--- config.mk ---
export PLATFORM = sky130hd
export DESIGN_NAME = apb_fsm_controller_flat
export DESIGN_NICKNAME = d
export VERILOG_FILES = /design/src/rtl/apb_fsm_controller_if.sv /design/src/rtl/apb_fsm_controller.sv /design/src/flat_wrapper.sv
export SDC_FILE = /design/constraint.sdc
export NUM_CORES = 1
export LEC_CHECK = 0
export CAP_MARGIN = 20
export CORE_MARGIN = 4
export CORE_UTILIZATION = 42
export CTS_BUF_LIST = sky130_fd_sc_hd__clkbuf_8
export CTS_CLUSTER_SIZE = 20
export DETAILED_ROUTE_END_ITERATION = 16
export PLACE_DENSITY = 0.79
export SLEW_MARGIN = 40
export SYNTH_ARGS = -nofsm -noshare
export SYNTH_HDL_FRONTEND = slang
export SYNTH_SLANG_ARGS = --single-unit
--- constraint.sdc ---
create_clock -name Hclk -period 4.4 [get_ports Hclk]
set_input_delay 0.66 -clock Hclk [delete_from_list [all_inputs] [get_ports Hclk]]
set_output_delay 0.66 -clock Hclk [all_outputs]
set_load 0.005 [all_outputs]
--- src/rtl/apb_fsm_controller_if.sv ---
// Bus bundle between the AHB side, the APB controller and the APB slaves.
// The controller connects through the slave modport; the AHB master and the slaves use master.
interface apb_fsm_controller_if #(
    parameter int ADDR_W = 32,
    parameter int DATA_W = 32
);
    logic              valid;
    logic [ADDR_W-1:0] Haddr;
    logic              Hwrite;
    logic [DATA_W-1:0] Hwdata;
    logic [DATA_W-1:0] Prdata;
    logic              Hreadyout;
    logic [DATA_W-1:0] Hrdata;
    logic [2:0]        Pselx;
    logic              Penable;
    logic              Pwrite;
    logic [ADDR_W-1:0] Paddr;
    logic [DATA_W-1:0] Pwdata;

    modport slave (
        input  valid, Haddr, Hwrite, Hwdata, Prdata,
        output Hreadyout, Hrdata, Pselx, Penable, Pwrite, Paddr, Pwdata
    );

    modport master (
        output valid, Haddr, Hwrite, Hwdata, Prdata,
        input  Hreadyout, Hrdata, Pselx, Penable, Pwrite, Paddr, Pwdata
    );
endinterface

--- src/rtl/apb_fsm_controller.sv ---
// Sequences one AHB transfer at a time onto a three-slave APB window.
// Every output is a flop whose next value is derived from the next state.
module apb_fsm_controller #(
    parameter int                ADDR_W      = 32,
    parameter int                DATA_W      = 32,
    parameter logic [ADDR_W-1:0] BASE_ADDR   = 32'h8000_0000,
    parameter int                REGION_BITS = 24
) (
    input logic                  Hclk,
    input logic                  Hreset,
    apb_fsm_controller_if.slave  bus
);
    localparam int HI_LSB = REGION_BITS + 2;

    typedef enum logic [2:0] {
        IDLE,
        WWAIT,
        READ,
        RENABLE,
        WRITE,
        WENABLE
    } state_t;

    state_t            state_q, state_d;
    logic [1:0]        idx_q, idx_d;
    logic [ADDR_W-1:0] addr_q, addr_d;

    logic              hreadyout_q, hreadyout_d;
    logic [DATA_W-1:0] hrdata_q, hrdata_d;
    logic [2:0]        pselx_q, pselx_d;
    logic              penable_q, penable_d;
    logic              pwrite_q, pwrite_d;
    logic [ADDR_W-1:0] paddr_q, paddr_d;
    logic [DATA_W-1:0] pwdata_q, pwdata_d;

    logic [1:0] req_idx;
    logic       hit;
    logic       accept;
    logic [2:0] sel_d;

    assign req_idx = bus.Haddr[REGION_BITS+1:REGION_BITS];
    assign hit     = (bus.Haddr[ADDR_W-1:HI_LSB] == BASE_ADDR[ADDR_W-1:HI_LSB])
                     && (req_idx != 2'd3);
    assign accept  = bus.valid && hreadyout_q && hit && (state_q == IDLE);

    always_comb begin
        state_d  = state_q;
        idx_d    = idx_q;
        addr_d   = addr_q;
        hrdata_d = hrdata_q;
        pwdata_d = pwdata_q;
        pwrite_d = pwrite_q;
        paddr_d  = paddr_q;

        unique case (state_q)
            IDLE: begin
                if (accept) begin
                    idx_d   = req_idx;
                    addr_d  = bus.Haddr;
                    state_d = bus.Hwrite ? WWAIT : READ;
                end
            end
            WWAIT: begin
                // Write data arrives in the AHB data phase, one cycle after the address.
                pwdata_d = bus.Hwdata;
                state_d  = WRITE;
            end
            READ:    state_d = RENABLE;
            RENABLE: begin
                hrdata_d = bus.Prdata;
                state_d  = IDLE;
            end
            WRITE:   state_d = WENABLE;
            WENABLE: state_d = IDLE;
            default: state_d = IDLE;
        endcase

        sel_d       = 3'b001 << idx_d;
        hreadyout_d = (state_d == IDLE);
        pselx_d     = '0;
        penable_d   = 1'b0;

        // SETUP states last one cycle, so address/direction load only on entry.
        unique case (state_d)
            READ: begin
                pselx_d  = sel_d;
                paddr_d  = addr_d;
                pwrite_d = 1'b0;
            end
            WRITE: begin
                pselx_d  = sel_d;
                paddr_d  = addr_d;
                pwrite_d = 1'b1;
            end
            RENABLE, WENABLE: begin
                pselx_d   = sel_d;
                penable_d = 1'b1;
            end
            default: ;
        endcase
    end

    always_ff @(posedge Hclk or posedge Hreset) begin
        if (Hreset) begin
            state_q     <= IDLE;
            idx_q       <= '0;
            addr_q      <= '0;
            hreadyout_q <= 1'b1;
            hrdata_q    <= '0;
            pselx_q     <= '0;
            penable_q   <= 1'b0;
            pwrite_q    <= 1'b0;
            paddr_q     <= '0;
            pwdata_q    <= '0;
        end else begin
            state_q     <= state_d;
            idx_q       <= idx_d;
            addr_q      <= addr_d;
            hreadyout_q <= hreadyout_d;
            hrdata_q    <= hrdata_d;
            pselx_q     <= pselx_d;
            penable_q   <= penable_d;
            pwrite_q    <= pwrite_d;
            paddr_q     <= paddr_d;
            pwdata_q    <= pwdata_d;
        end
    end

    assign bus.Hreadyout = hreadyout_q;
    assign bus.Hrdata    = hrdata_q;
    assign bus.Pselx     = pselx_q;
    assign bus.Penable   = penable_q;
    assign bus.Pwrite    = pwrite_q;
    assign bus.Paddr     = paddr_q;
    assign bus.Pwdata    = pwdata_q;
endmodule

--- src/flat_wrapper.sv ---
// flat-port wrapper written by rule: the top's interface ports become plain ports
module apb_fsm_controller_flat 
#(
    parameter int                ADDR_W      = 32,
    parameter int                DATA_W      = 32,
    parameter logic [ADDR_W-1:0] BASE_ADDR   = 32'h8000_0000,
    parameter int                REGION_BITS = 24
)
  (Hclk, Hreset, bus_valid, bus_Haddr, bus_Hwrite, bus_Hwdata, bus_Prdata, bus_Hreadyout, bus_Hrdata, bus_Pselx, bus_Penable, bus_Pwrite, bus_Paddr, bus_Pwdata);
  apb_fsm_controller_if #(.ADDR_W(ADDR_W), .DATA_W(DATA_W)) bus_i ();
  input logic Hclk;
  input logic Hreset;
  input wire logic [$bits(bus_i.valid)-1:0] bus_valid;
  input wire logic [$bits(bus_i.Haddr)-1:0] bus_Haddr;
  input wire logic [$bits(bus_i.Hwrite)-1:0] bus_Hwrite;
  input wire logic [$bits(bus_i.Hwdata)-1:0] bus_Hwdata;
  input wire logic [$bits(bus_i.Prdata)-1:0] bus_Prdata;
  output wire logic [$bits(bus_i.Hreadyout)-1:0] bus_Hreadyout;
  output wire logic [$bits(bus_i.Hrdata)-1:0] bus_Hrdata;
  output wire logic [$bits(bus_i.Pselx)-1:0] bus_Pselx;
  output wire logic [$bits(bus_i.Penable)-1:0] bus_Penable;
  output wire logic [$bits(bus_i.Pwrite)-1:0] bus_Pwrite;
  output wire logic [$bits(bus_i.Paddr)-1:0] bus_Paddr;
  output wire logic [$bits(bus_i.Pwdata)-1:0] bus_Pwdata;
  assign bus_i.valid = bus_valid;
  assign bus_i.Haddr = bus_Haddr;
  assign bus_i.Hwrite = bus_Hwrite;
  assign bus_i.Hwdata = bus_Hwdata;
  assign bus_i.Prdata = bus_Prdata;
  assign bus_Hreadyout = bus_i.Hreadyout;
  assign bus_Hrdata = bus_i.Hrdata;
  assign bus_Pselx = bus_i.Pselx;
  assign bus_Penable = bus_i.Penable;
  assign bus_Pwrite = bus_i.Pwrite;
  assign bus_Paddr = bus_i.Paddr;
  assign bus_Pwdata = bus_i.Pwdata;
  apb_fsm_controller #(.ADDR_W(ADDR_W), .DATA_W(DATA_W), .BASE_ADDR(BASE_ADDR), .REGION_BITS(REGION_BITS)) u_core (.Hclk(Hclk), .Hreset(Hreset), .bus(bus_i));
endmodule
### Wire density map, run 1

(3 px per micron) 25 x 25 tiles, from dark blue (low) to red (high), scaled to the fullest tile. Values are wire area over tile area, all layers added.
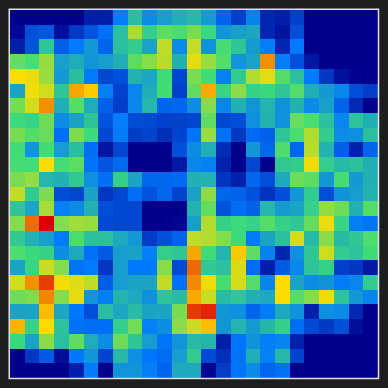
fullest tile	0.42
tiles over half the peak	22%
nearly empty tiles	11%
mean over tiles	0.14
WL/cell: 17.0 microns
final WL: 13000 microns

### Signal wires on met3, run 1

(4 px per micron) Cells faint in the background.
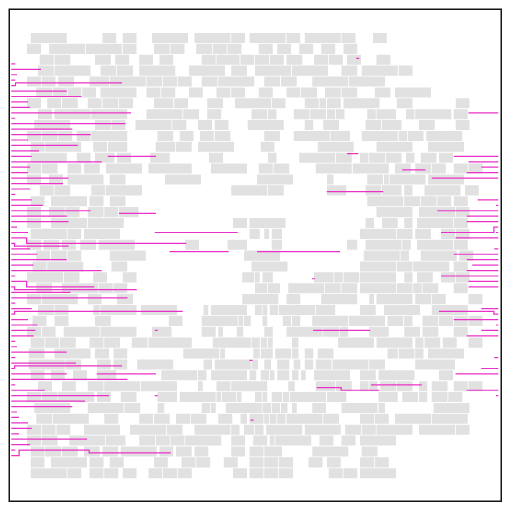
main direction	horizontal
nets with wire on the layer	111
vias: 3758
met3 Track Usage GR: 0.0829

### Routing congestion, run 1

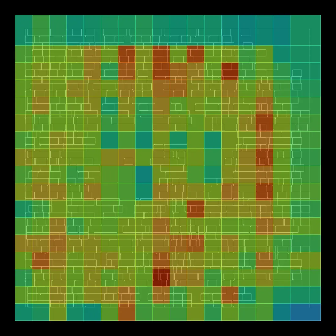
gr busiest metal: met2
gr usage total: 0.179
GR met1 Demand/Resource: 0.199
Core Util, Final: 0.634

==> impl_metrics.py, run 1 <==
# Physical implementation metrics
metrics = {
    "logic_synthesis": {
        "synthTopLogicFamily": "multiplexers",
        "yosys_area_sq_um": 5520,
        "ys_ff": 139,
        "synth_seq_share": 0.631,
        "synthXorXnorAreaFrac": 0.00318,
        "flop_cell": "dfrtp_1",
        "yosys_cells": 375,
        "simple_gate_area_frac": 0.0655,
        "aoi_share": 0.0796,
        "edf_count": 0,
        "syn_inst": 375,
        "fp_nets": 475,
    },
    "setup_path": {
        "slowest_delay_ns": 0.51,
        "cp.required_ns": 4.70,
        "reg2reg_depth": 5,
        "rrSetupSlack_ns": 2.08,
        "path_class": "input pin to flip-flop",
        "crit_path_start": "bus_Haddr[26]",
        "start_kind": "input pin",
    },
    "routing": {
        "wl_met2_microns": 6600,
    },
    "pwr": {
        "power_leader": "sequential cells",
        "p_seq_frac": 0.415,
        "powerComb_mw": 1.56,
        "p_clk_mw": 1.04,
    },
    "clock_network": {
        "ctsHoldBuffers": 0,
        "cts_tree": "built",
        "clk_latency_ns": 0.42,
    },
    "worst_hold_path": {
        "min-delay-path-class": "flip-flop to flip-flop",
        "min_from": "u_core.addr_q[31]",
    },
    "placement": {
        "port_buffers": 201,
        "dp_worst_setup_slack_ns": 1.24,
    },
    "cells_and_area": {
        "nNetsFinal": 676,
        "fill_cells": 1016,
    },
    "global_routing": {
        "grt_pass1_wl_microns": 20600,
        "antenna_found_initial": 0,
    },
    "die": {
        "core_sq_um": 12700,
    },
    "flow_run": {
        "tool_warnings": 28,
    },
    "status": {
        "status": "finished, final reports clean",
    },
}
-- run 1: final cells by class --
cell class	instances	area, sq um	area share
Clock inverter	9	92.6	0.0115
Tap cell	172	215	0.0267
Multi-Input combinational cell	205	1860	0.230
Inverter	7	38.8	0.00481
Clock buffer	23	317	0.0392
Timing Repair Buffer	206	2070	0.256
Sequential cell	139	3480	0.431
-- run 1: stage by stage --
| stage | instance area, sq um | util |
|---|---|---|
| 6_report | 8070 | 0.634 |
| 5_1_grt | 8070 | 0.634 |
| 4_1_cts | 8040 | 0.632 |
| 3_5_place_dp | 7630 | 0.600 |
| 3_3_place_gp | 7620 | 0.599 |
| 2_1_floorplan | 5520 | - |
### I/O pins on the die edge, run 1

(4 px per micron) Pins as bars across the die edge, other pins in gray.
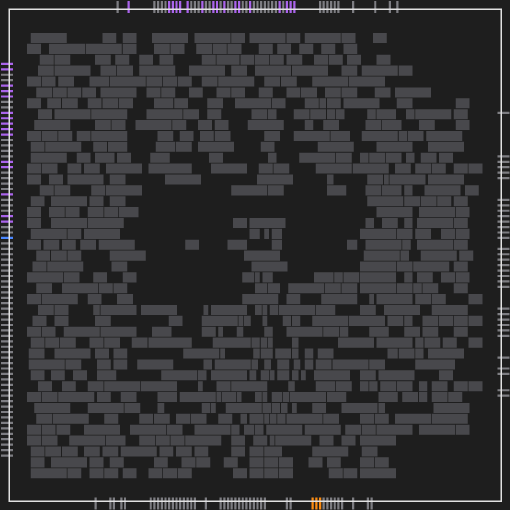

==> inputs of run 2 (changes only) <==
Settings changed: CORE_UTILIZATION 42 to 46, PLACE_DENSITY 0.79 to 0.82.
Clock period 4.4 ns to 2.6 ns, I/O delays scaled along.
### I/O pins on the die edge, run 2

(4 px per micron) Pins as bars across the die edge, other pins in gray.
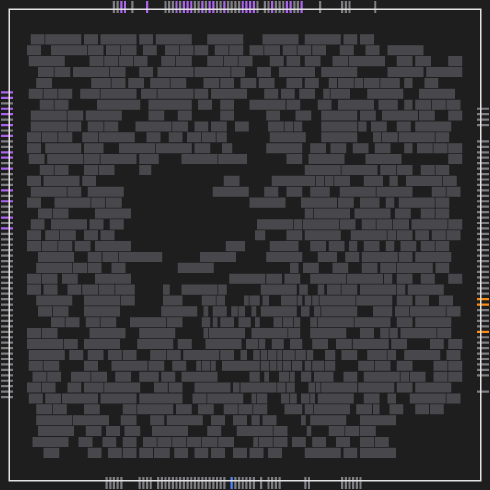
port	color	pins	direction	edge
bus_Hwrite	blue	1	input	south
bus_Pselx	orange	3	output	east
bus_Hrdata	purple	32	output	19 north, 13 west
all pins by edge	57 west, 49 east, 48 north, 48 south

### Metal 2, run 2

(4 px per micron) Cells faint in the background.
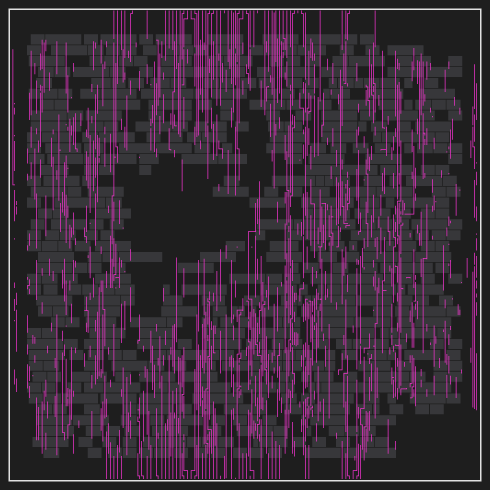
nets with wire on the layer	625
main direction	vertical
share of all routed wire	50%
wire length on this layer	6620 microns

### Signal wires on met3, run 2

(4 px per micron) Cells faint in the background.
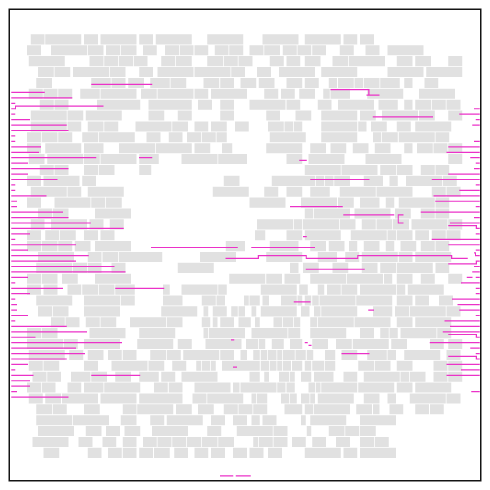
wire length on this layer	1020 microns
share of all routed wire	7.7%
main direction	horizontal
longest straight run	28.3 microns
met3 Track Usage GR: 0.0827
final WL: 13200 microns
vias: 3780

==> run 2 against run 1 <==
  * Via count grew 0.59%
  * Sequential share of layout area decreased by 0.34 points
  * Flip-flop count unchanged
  * First-iteration DRC count grew 12%
  * Clock power rose by 95%
  * Register-to-register slack worse by 1.5 ns
  * Hold slack worse by 0.047 ns
  * Non-clock buffer count is 5 higher
  * Area after synthesis is the same
  * Critical endpoint is now u_core.addr_q[20]
  * Highest routed layer unchanged
==> impl_metrics.py, run 2 <==
# Physical implementation metrics
metrics = {
    "sta": {
        "period_used_share": 0.791,
    },
    "cells_and_area": {
        "seq_cell_count": 139,
        "inv_count": 7,
        "fill_cells": 824,
        "buffer_area_frac": 0.260,
        "regArea_sq_um": 3480,
        "nNetsFinal": 681,
        "fin_util": 0.703,
        "n_clock_buffer": 21,
        "comb_share": 0.228,
        "largestClassByArea": "registers",
        "design_area_sq_um": 8130,
        "sh_seq_area": 0.428,
        "clkCellAreaFrac": 0.0586,
        "logic_gates": 205,
    },
    "logic_synthesis": {
        "aoi_share": 0.0796,
        "ys_ff": 139,
        "fp_nets": 475,
        "synth_seq_share": 0.631,
        "flop_cell": "dfrtp_1",
        "synthTopLogicFamily": "multiplexers",
        "yosys_cells": 375,
        "edf_count": 0,
    },
    "placement": {
        "port_buffers": 201,
    },
    "global_routing": {
        "antenna_found_initial": 0,
        "track_usage": 0.198,
        "met1_usage": 0.225,
        "busiest_layer": "met2",
    },
    "setup_path": {
        "cp.required_ns": 2.91,
        "slowest_delay_ns": 0.48,
        "crit_path_start": "u_core.state_q[0]",
        "reg2reg_depth": 5,
        "start_kind": "flip-flop",
        "path_class": "flip-flop to flip-flop",
    },
    "pwr": {
        "p_seq_frac": 0.398,
        "p_leak_nw": 3.51,
    },
    "die": {
        "dieArea_sq_um": 13800,
        "tapCellCount": 143,
        "core_sq_um": 11600,
    },
    "clock_network": {
        "clock_sinks": 139,
        "ctsHoldBuffers": 0,
        "clk_latency_ns": 0.43,
        "cts_tree": "built",
    },
    "flow_run": {
        "tool_warnings": 26,
    },
    "status": {
        "status": "finished, final reports clean",
    },
    "routing": {
        "route.detailed.wl_per_inst_microns": 17.9,
    },
    "worst_hold_path": {
        "min-delay-path-class": "input pin to async pin",
    },
}
## run 2: cell counts after synthesis
Identical to the previous run, type by type.
## run 2: power by group through the flow
stage,combinational (mW),sequential (mW),clock [mW]
6_report,2.67,3.11,2.03
5_1_grt,2.88,3.18,2.20
4_1_cts,2.72,3.12,2.08
3_5_place_dp,2.70,3.15,0
3_3_place_gp,2.63,3.11,0
2_1_floorplan,1.22,3.13,0
## run 2: worst reg2reg max path: cells and delay by family (launching register included)
kind	cells	cell delay, ns
buffers and inverters	1	0.26
flip-flops	1	0.48
multiplexers	1	0.38
AND/OR/NAND/NOR	3	0.84
## run 2: routing by layer
metal  share of wire  vias up
li1                -     1756
met1            0.40     1857
met2            0.50      145
met3           0.077       22
met4           0.021        0
met5               0        -
### Wire density map, run 2

(3 px per micron) 24 x 24 tiles, from dark blue (low) to red (high), scaled to the fullest tile. Values are wire area over tile area, all layers added.
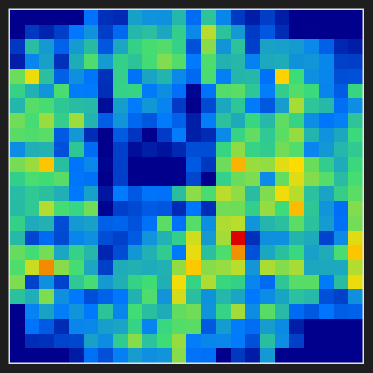

==> inputs of run 3 (changes only) <==
Settings changed: CORE_UTILIZATION 46 to 42, PLACE_DENSITY 0.82 to 0.79.
Clock period 2.6 ns to 1.68 ns, I/O delays scaled along.
### Wire density map, run 3

(3 px per micron) 25 x 25 tiles, from dark blue (low) to red (high), scaled to the fullest tile. Values are wire area over tile area, all layers added.
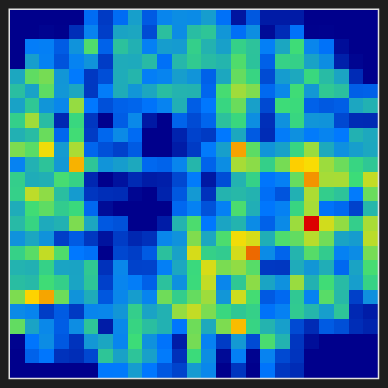
mean over tiles	0.15
fullest tile	0.49
nearly empty tiles	11%
densest ninth of the die	east
tiles over half the peak	16%

### I/O pins on the die edge, run 3

(4 px per micron) Pins as bars across the die edge, other pins in gray.
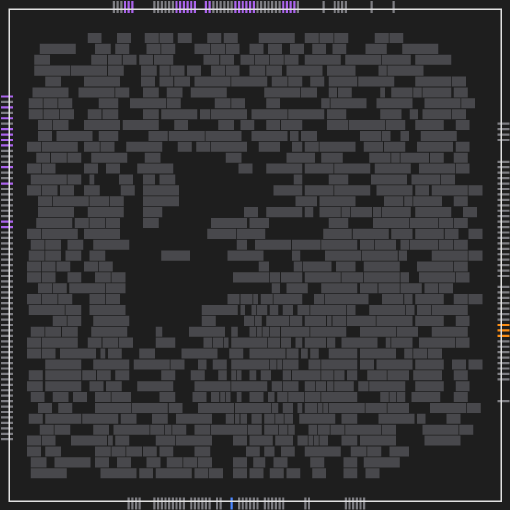
port	color	pins	direction	edge
bus_Hrdata	purple	32	output	21 north, 11 west
bus_Pselx	orange	3	output	east
bus_Hwrite	blue	1	input	south
DIE HEIGHT: 123 microns
die width: 123 microns
IO buf count: 201

### Metal 2, run 3

(4 px per micron) Cells faint in the background.
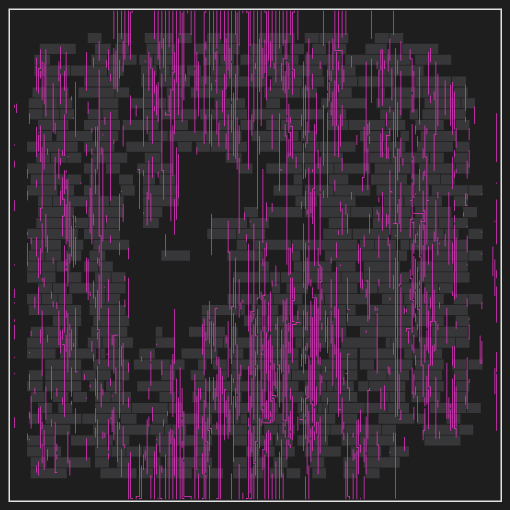
longest straight run	49.4 microns
nets with wire on the layer	659
wire length on this layer	6910 microns
main direction	vertical

==> run 3 against run 2 <==
  * The flow now finishes with violations (negative setup slack)
  * Register-to-register slack got worse by 0.67 ns
  * Hold slack got worse by 0.29 ns
  * Worst setup slack got worse by 0.67 ns
  * Fmax increased by 14%
  * Die area increased by 8.9%
  * Clock power increased by 23%
  * Flip-flop count unchanged
  * Wire length increased by 3.9%
  * Power increased by 56%
  * Final cell count increased by 6.6%
  * Sequential power increased by 56%
  * Critical path type unchanged
  * Highest routed layer unchanged
==> impl_metrics.py, run 3 <==
# Physical implementation metrics
metrics = {
    "status": {
        "status": "complete, but fails checks",
        "violations": "negative setup slack",
    },
    "clock_network": {
        "ctsHoldBuffers": 0,
    },
    "cells_and_area": {
        "comb_share": 0.258,
        "fin_util": 0.682,
        "clkCellAreaFrac": 0.0426,
        "inv_count": 7,
        "regArea_sq_um": 3480,
        "nNetsFinal": 701,
        "seq_cell_count": 139,
        "logic_area_sq_um": 2240,
        "fill_cells": 932,
    },
    "logic_synthesis": {
        "syn_inst": 375,
        "synthTopLogicFamily": "multiplexers",
        "yosys_area_sq_um": 5520,
        "synth_seq_share": 0.631,
        "edf_count": 0,
        "yosys_cells": 375,
        "simple_gate_area_frac": 0.0655,
        "flop_cell": "dfrtp_1",
        "synthXorXnorAreaFrac": 0.00318,
        "fp_nets": 475,
    },
    "routing": {
        "wl_met1_microns": 5200,
        "route.detailed.wl_per_inst_microns": 17.4,
        "wirelength_microns": 13700,
        "met3_length_microns": 1310,
    },
    "flow_run": {
        "tool_warnings": 29,
    },
    "pwr": {
        "pwr.group.sequential_mw": 4.84,
        "powerComb_mw": 4.88,
        "p_leak_nw": 3.70,
    },
    "die": {
        "core_sq_um": 12700,
    },
    "sta": {
        "finalSetupViolCount": 56,
        "period_used_share": 1.08,
        "setup_slack_ns": -0.130,
    },
    "placement": {
        "place_area_sq_um": 8240,
    },
    "setup_path": {
        "slowest_delay_ns": 0.55,
        "reg2reg_depth": 5,
        "path_class": "flip-flop to flip-flop",
    },
    "worst_hold_path": {
        "min-delay-path-class": "input pin to async pin",
    },
    "global_routing": {
        "grt_util_met3": 0.0829,
        "track_usage": 0.192,
        "grt_pass1_wl_microns": 22100,
    },
}
run 3: how the worst max path moves through the flow:
stage / from / to / slack (ns) / cells past startpoint
final: u_core.bus.Hreadyout / u_core.addr_q[14] / -0.13 / 5
after global routing: u_core.bus.Hreadyout / u_core.addr_q[13] / -0.18 / 5
after CTS: u_core.bus.Hreadyout / u_core.addr_q[14] / -0.08 / 5
after detailed placement: bus_Haddr[26] / u_core.bus.Pselx[0] / -0.41 / 6
after global placement: bus_Haddr[26] / u_core.bus.Pselx[0] / -0.41 / 6
after floorplan: Hreset / u_core.addr_q[0] / -0.31 / 1
run 3: through the flow:
stage / instances / setup slack [ns]
2_1_floorplan: 375 / -0.306
3_3_place_gp: 751 / -0.410
3_5_place_dp: 751 / -0.414
4_1_cts: 787 / -0.0850
5_1_grt: 786 / -0.180
6_report: 786 / -0.130
Power and IR drop assume default switching activity.
